$ cat src/rtl/hidden_cpu_pkg.sv
// hidden_cpu_pkg
//   Shared definitions for the hidden_cpu_gen2 core: opcode and
//   branch-condition encodings, the output-select state type and the
//   instruction field-slice helper.
//   Instruction word layout: {opcode[1:0], rd[AW-1:0], rs[AW-1:0]}.
package hidden_cpu_pkg;

    // Widest register-address field the helper can slice (NREG <= 256).
    localparam int unsigned MAX_AW = 8;
    localparam int unsigned MAX_IW = 2 + 2 * MAX_AW;

    localparam logic [1:0] OP_ADD = 2'b00;
    localparam logic [1:0] OP_SUB = 2'b01;
    localparam logic [1:0] OP_BR  = 2'b10;
    localparam logic [1:0] OP_MOV = 2'b11;

    // Branch conditions live in the rs field of a BR instruction.
    localparam logic [MAX_AW-1:0] BC_CARRY  = MAX_AW'(0);
    localparam logic [MAX_AW-1:0] BC_BORROW = MAX_AW'(1);
    localparam logic [MAX_AW-1:0] BC_UNCOND = MAX_AW'(2);
    localparam logic [MAX_AW-1:0] BC_TOGGLE = MAX_AW'(3);

    typedef enum logic {
        SEL_PC  = 1'b0,
        SEL_OFS = 1'b1
    } out_sel_e;

    // Extract `width` bits starting at `lsb` from a zero-extended
    // instruction word; the result is zero-extended to MAX_AW bits.
    function automatic logic [MAX_AW-1:0] instr_field(
        input logic [MAX_IW-1:0] word,
        input int unsigned       lsb,
        input int unsigned       width
    );
        logic [MAX_AW-1:0] f;
        f = '0;
        for (int unsigned i = 0; i < MAX_AW; i++) begin
            if (i < width) f[i] = word[lsb + i];
        end
        return f;
    endfunction

endpackage

$ cat src/rtl/hidden_cpu_alu.sv
// hidden_cpu_alu
//   Combinational ALU for hidden_cpu_gen2.
//   Ports:
//     op         in  2       opcode
//     a, b       in  DATA_W  operands R[rd], R[rs]
//     result     out DATA_W  value to write into R[rd]
//     carry_out  out 1       ADD carry (or MUL high-half non-zero)
//     borrow_out out 1       SUB borrow (a < b, unsigned)
//     wr_en      out 1       result must be written to R[rd]
//   Macro HIDDENCPU_MUL_EN: opcode 11 becomes MUL instead of MOV.
module hidden_cpu_alu
    import hidden_cpu_pkg::*;
#(
    parameter int DATA_W = 8
) (
    input  logic [1:0]        op,
    input  logic [DATA_W-1:0] a,
    input  logic [DATA_W-1:0] b,
    output logic [DATA_W-1:0] result,
    output logic              carry_out,
    output logic              borrow_out,
    output logic              wr_en
);

`ifdef HIDDENCPU_MUL_EN
    logic [2*DATA_W-1:0] product;
    assign product = {{DATA_W{1'b0}}, a} * {{DATA_W{1'b0}}, b};
`endif

    always_comb begin
        result     = '0;
        carry_out  = 1'b0;
        borrow_out = 1'b0;
        wr_en      = 1'b0;
        case (op)
            OP_ADD: begin
                {carry_out, result} = {1'b0, a} + {1'b0, b};
                wr_en = 1'b1;
            end
            OP_SUB: begin
                result     = a - b;
                borrow_out = (a < b);
                wr_en      = 1'b1;
            end
            OP_MOV: begin
`ifdef HIDDENCPU_MUL_EN
                result    = product[DATA_W-1:0];
                carry_out = |product[2*DATA_W-1:DATA_W];
`else
                result    = b;
`endif
                wr_en = 1'b1;
            end
            default: ;
        endcase
    end

endmodule

$ cat src/rtl/hidden_cpu_gen2.sv
// hidden_cpu_gen2
//   Pin-fed CPU core: one instruction per valid beat, 2-stage
//   latch/execute pipeline over an NREG x DATA_W register file with
//   registered carry/borrow flags and relative branches (offset in
//   R[NREG-1]).
//   Ports:
//     clk         in  1                  system clock
//     rst         in  1                  synchronous active-high reset
//     instr_valid in  1                  instr holds a new instruction
//     instr       in  2+2*AW             {opcode, rd, rs}
//     out         out max(PC_W,DATA_W)   PC (out_sel=0) or R[NREG-1]
//     out_sel     out 1                  output-select state
//     carry       out 1                  carry flag
//     borrow      out 1                  borrow flag
//   Macro HIDDENCPU_MUL_EN: opcode 11 executes MUL instead of MOV.
module hidden_cpu_gen2
    import hidden_cpu_pkg::*;
#(
    parameter int DATA_W = 8,
    parameter int NREG   = 4,
    parameter int PC_W   = 8,
    parameter int AW     = $clog2(NREG)
) (
    input  logic                                         clk,
    input  logic                                         rst,
    input  logic                                         instr_valid,
    input  logic [2+2*AW-1:0]                            instr,
    output logic [((PC_W > DATA_W) ? PC_W : DATA_W)-1:0] out,
    output logic                                         out_sel,
    output logic                                         carry,
    output logic                                         borrow
);

    localparam int IW    = 2 + 2 * AW;
    localparam int OUT_W = (PC_W > DATA_W) ? PC_W : DATA_W;

    logic [DATA_W-1:0] regs [NREG];
    logic [PC_W-1:0]   pc;
    out_sel_e          sel;
    logic              s1_valid;
    logic [IW-1:0]     s1_instr;

    logic [MAX_IW-1:0] s1_word;
    logic [1:0]        op;
    logic [AW-1:0]     rd;
    logic [MAX_AW-1:0] rs_full;
    logic [AW-1:0]     rs;

    assign s1_word = MAX_IW'(s1_instr);
    assign op      = 2'(instr_field(s1_word, 2 * AW, 2));
    assign rd      = AW'(instr_field(s1_word, AW, AW));
    assign rs_full = instr_field(s1_word, 0, AW);
    assign rs      = AW'(rs_full);

    logic [DATA_W-1:0] alu_result;
    logic              alu_carry;
    logic              alu_borrow;
    logic              alu_wr_en;

    hidden_cpu_alu #(
        .DATA_W(DATA_W)
    ) u_alu (
        .op         (op),
        .a          (regs[rd]),
        .b          (regs[rs]),
        .result     (alu_result),
        .carry_out  (alu_carry),
        .borrow_out (alu_borrow),
        .wr_en      (alu_wr_en)
    );

    logic [PC_W-1:0] pc_next;
    out_sel_e        sel_next;

    always_comb begin
        pc_next  = pc + PC_W'(1);
        sel_next = sel;
        if (op == OP_BR) begin
            // rs is compared zero-extended so narrow AW never aliases
            // onto a branch condition it cannot encode.
            case (rs_full)
                BC_CARRY:  if (carry)  pc_next = pc + PC_W'(regs[NREG-1]);
                BC_BORROW: if (borrow) pc_next = pc + PC_W'(regs[NREG-1]);
                BC_UNCOND: pc_next = pc + PC_W'(regs[NREG-1]);
                BC_TOGGLE: sel_next = (sel == SEL_PC) ? SEL_OFS : SEL_PC;
                default: ;
            endcase
        end
    end

    always_ff @(posedge clk) begin
        if (rst) begin
            pc <= '0;
            for (int unsigned i = 0; i < NREG; i++) regs[i] <= DATA_W'(i);
            carry    <= 1'b0;
            borrow   <= 1'b0;
            sel      <= SEL_PC;
            s1_valid <= 1'b0;
            s1_instr <= '0;
        end else begin
            s1_valid <= instr_valid;
            s1_instr <= instr;
            if (s1_valid) begin
                pc  <= pc_next;
                sel <= sel_next;
                if (alu_wr_en) regs[rd] <= alu_result;
                if (op == OP_ADD) carry <= alu_carry;
`ifdef HIDDENCPU_MUL_EN
                if (op == OP_MOV) carry <= alu_carry;
`endif
                if (op == OP_SUB) borrow <= alu_borrow;
            end
        end
    end

    assign out_sel = (sel == SEL_OFS);
    assign out     = (sel == SEL_OFS) ? OUT_W'(regs[NREG-1]) : OUT_W'(pc);

endmodule
$ cat config.mk
export PLATFORM = sky130hd
export DESIGN_NAME = hidden_cpu_gen2
export DESIGN_NICKNAME = d
export VERILOG_FILES = /design/src/rtl/hidden_cpu_pkg.sv /design/src/rtl/hidden_cpu_alu.sv /design/src/rtl/hidden_cpu_gen2.sv
export SDC_FILE = /design/constraint.sdc
export NUM_CORES = 1
export LEC_CHECK = 0
export CORE_ASPECT_RATIO = 0.6
export CORE_MARGIN = 1
export CORE_UTILIZATION = 34
export DETAILED_ROUTE_END_ITERATION = 10
export HOLD_SLACK_MARGIN = 0.1
export PLACE_DENSITY_LB_ADDON = 0.2
export SLEW_MARGIN = 20
export SYNTH_ARGS = -nofsm -noshare
export SYNTH_HDL_FRONTEND = slang
export SYNTH_SLANG_ARGS = --single-unit
export TNS_END_PERCENT = 50
$ cat constraint.sdc
create_clock -name clk -period 3.9 [get_ports clk]
set_clock_uncertainty 0.2 [all_clocks]
set_input_delay 0.78 -clock clk [delete_from_list [all_inputs] [get_ports clk]]
set_output_delay 0.78 -clock clk [all_outputs]
set_load 0.02 [all_outputs]
Fig. 1: cells by drive strength
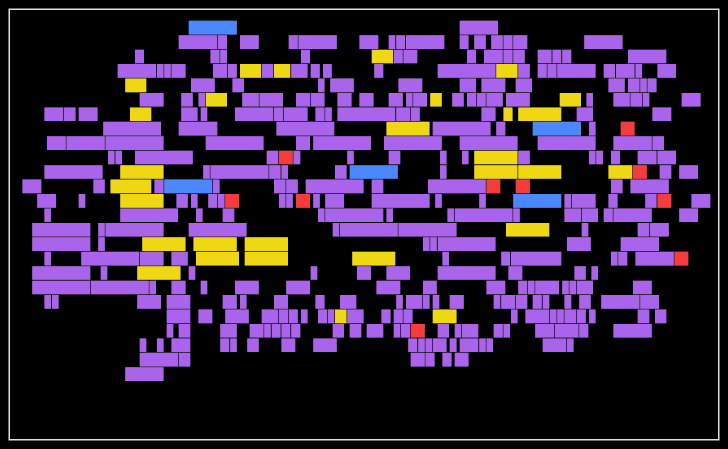
color	size	cells	share
blue	x6 and larger	5	1.3%
yellow	x2	29	7.7%
red	x3 and x4	10	2.7%
purple	x1 and smaller	331	88%

Fig. 2: placement density heat map
The bar under the picture is 50 um long. The die is cut into 13 by 8 equal tiles; dark blue is low, red is high, 0 to 100% covered.
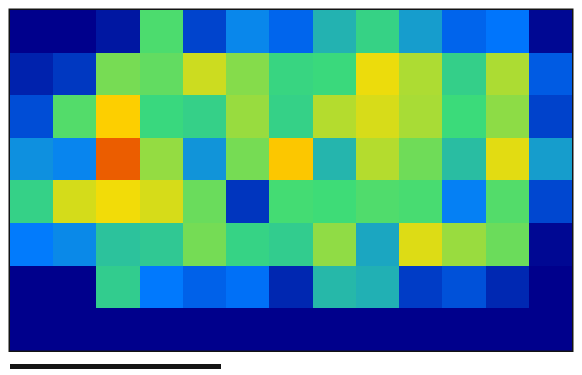
fullest tile	90%
mean over tiles	36%
nearly empty tiles	19%
tiles over 75% full	2.9%

Fig. 3: signal wires on met2
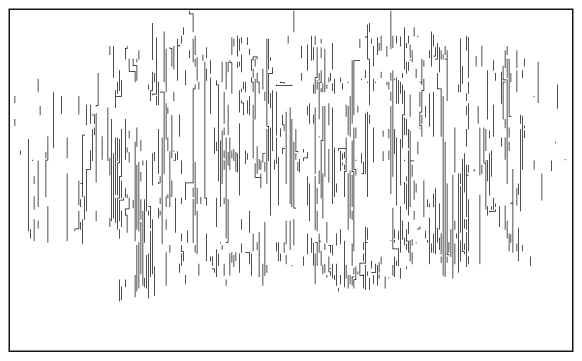
longest straight run	42.5 um
main direction	vertical
share of all routed wire	38%
wire length on this layer	3540 um

==> results.toml <==
# synthesis and place-and-route metrics
[layout]
final-nonclk-buf-share_pct = 6.59
n_all_inverters = 17
layout_top_cell = "nor2_1"
nClkBuffers = 6
register_area_um2 = 1320
antenna_cells = 0
lay_top_cells = "49 x nor2_1, 32 x edfxtp_1, 24 x ha_1"
logic_gate_count = 271
fillers = 995
largest_register_ffs = 32
seq_share_pct = 32.8

[pwr]
leakagePower_nw = 1.50
p_comb_share_pct = 25.1
power_clock_w = 0.000428
ir_drop_mv = 0.180
p_int_w = 0.000974
power_leader = "registers"
switching_share_pct = 30.3
pg_seq_w = 0.000618

[logic_synthesis]
ys_sh_mux_pct = 13.4
fp_nets = 389
ys_area_um2 = 3520
synth-async-reset-ratio_pct = 0
ys_sh_simple_pct = 17.9
area_leaders = "edfxtp_1 27%, dfxtp_1 10%, mux4_2 9.6%"
yosysCellCount = 353
topCombFamilyByArea = "simple AND/OR/NAND/NOR gates"
largest_area_cell = "edfxtp_1"
synth-edff-count = 32
yosysTopAreaCellShare_pct = 27.3
synthAoiAreaFrac_pct = 14.6
yosysWarnings = 0

[clocking]
root_buffer = "clkbuf_16"
cts_max_path_buffers = 2
cts_tree = "built"
cts_buffers = 5
ctsHoldBuffers = 0

[place]
place_congestion = 0.844
dp_hpwl_mm = 7.16
place_inst = 502

[worst_setup_path]
critPathArrivalTime_ns = 3.20
worstPathRequired_ns = 3.73
crit_path_cell_trace = "mux4_2 > inv_1 > ha_1 > or2_2 > o221ai_1 > a211oi_1 > a211oi_1 > nor2_1"
crit_buf_inv = 1
crit_top_cell = "a211oi_1"
worst_path_largest_cell_delay_ns = 0.69
critPathTopFamily = "AND-OR/OR-AND gates"

[grt]
grt_pass1_vias = 2619
gr-total-overflow = 0
antenna_found_initial = 0

[timing]
holdWs_ns = 0.295
finalClockPeriodUsage_pct = 86.5
drv_slew = 0
rsz0062_at_grt = "false"
worst_pin_slew_ns = 0.602
hold_viol_final = 0
max_freq_mhz = 296
setup_violations = 0
post-route-min-period_ns = 3.37

[route]
routed_wl_mm = 9.31
drc_errors = 0
vias_per_cell = 5.54
dr.pass1.iters = 5
drt_iter0_markers = 219

[floorplanning]
well_tap_count = 135
die_y_um = 80.8

[status]
status = "completed"
Fig. 4: the metal 1 layer
Cells faint in the background.
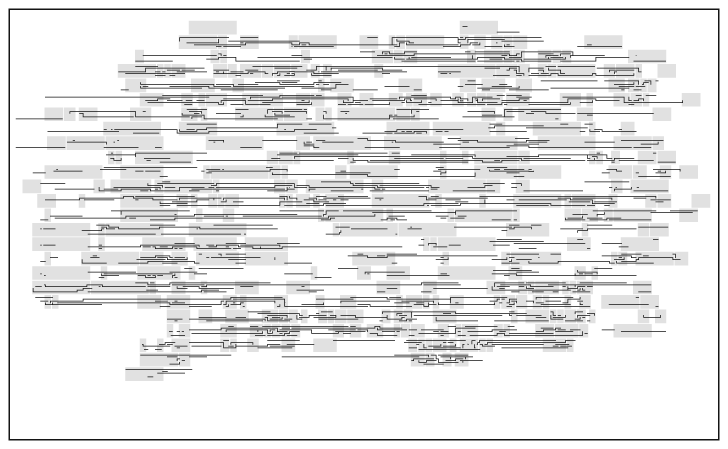
wire length on this layer	4970 um
share of all routed wire	53%
main direction	horizontal

Fig. 5: routing congestion
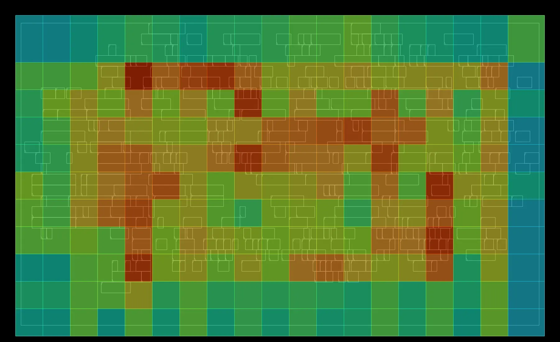
met2 usage: 24.8%
GRT busiest layer: met1
Final Util: 40.5%

[repair_timing]
| item | CTS | global route |
|---|---|---|
| setup buffers | 0 | 0 |
| resized | 0 | 1 |
| setup endpoints to repair | 0 | 1 |
[Yosys cell counts, types with 4 or more instances]
cell	number
buf_2	4
and2_1	5
edfxtp_1	32
o21ai_0	20
nand2b_1	9
nor2b_1	16
nor3b_1	6
o21bai_1	4
mux4_2	15
nor3_1	7
a21oi_1	21
a22oi_1	4
nand2_1	20
xor2_1	4
mux2_2	7
dfxtp_1	18
a211oi_1	9
ha_1	24
xnor2_1	6
nand3_1	5
clkbuf_1	7
nor2_1	49
inv_1	16
[per-stage QoR]
| stage | setup slack (ns) | cell area, um^2 |
|---|---|---|
| final | 0.526 | 4030 |
| after global routing | 0.291 | 4030 |
| after CTS | 0.246 | 4030 |
| after detailed placement | 0.262 | 3890 |
| after global placement | 0.321 | 3890 |
| after floorplan | 0.757 | 3520 |
[worst paths after layout]
| check | startpoint | depth (start not counted) | slack, ns | to |
|---|---|---|---|---|
| hold / removal | carry$_SDFFE_PP0P_ | 2 | 0.30 | carry$_SDFFE_PP0P_ |
| setup reg to reg | s1_instr[1]$_SDFF_PP0_ | 8 | 0.53 | regs[2][5]$_SDFFCE_PN0P_ |
| setup / recovery | s1_instr[1]$_SDFF_PP0_ | 8 | 0.53 | regs[2][5]$_SDFFCE_PN0P_ |
| hold reg to reg | carry$_SDFFE_PP0P_ | 2 | 0.30 | carry$_SDFFE_PP0P_ |
[layer usage]
metal | share of wire [%] | GRT usage [%]
met3 | 8.1 | 5.24
met4 | 0.46 | 2.73
met5 | 0 | 0
met1 | 53 | 28.1
met2 | 38 | 24.8
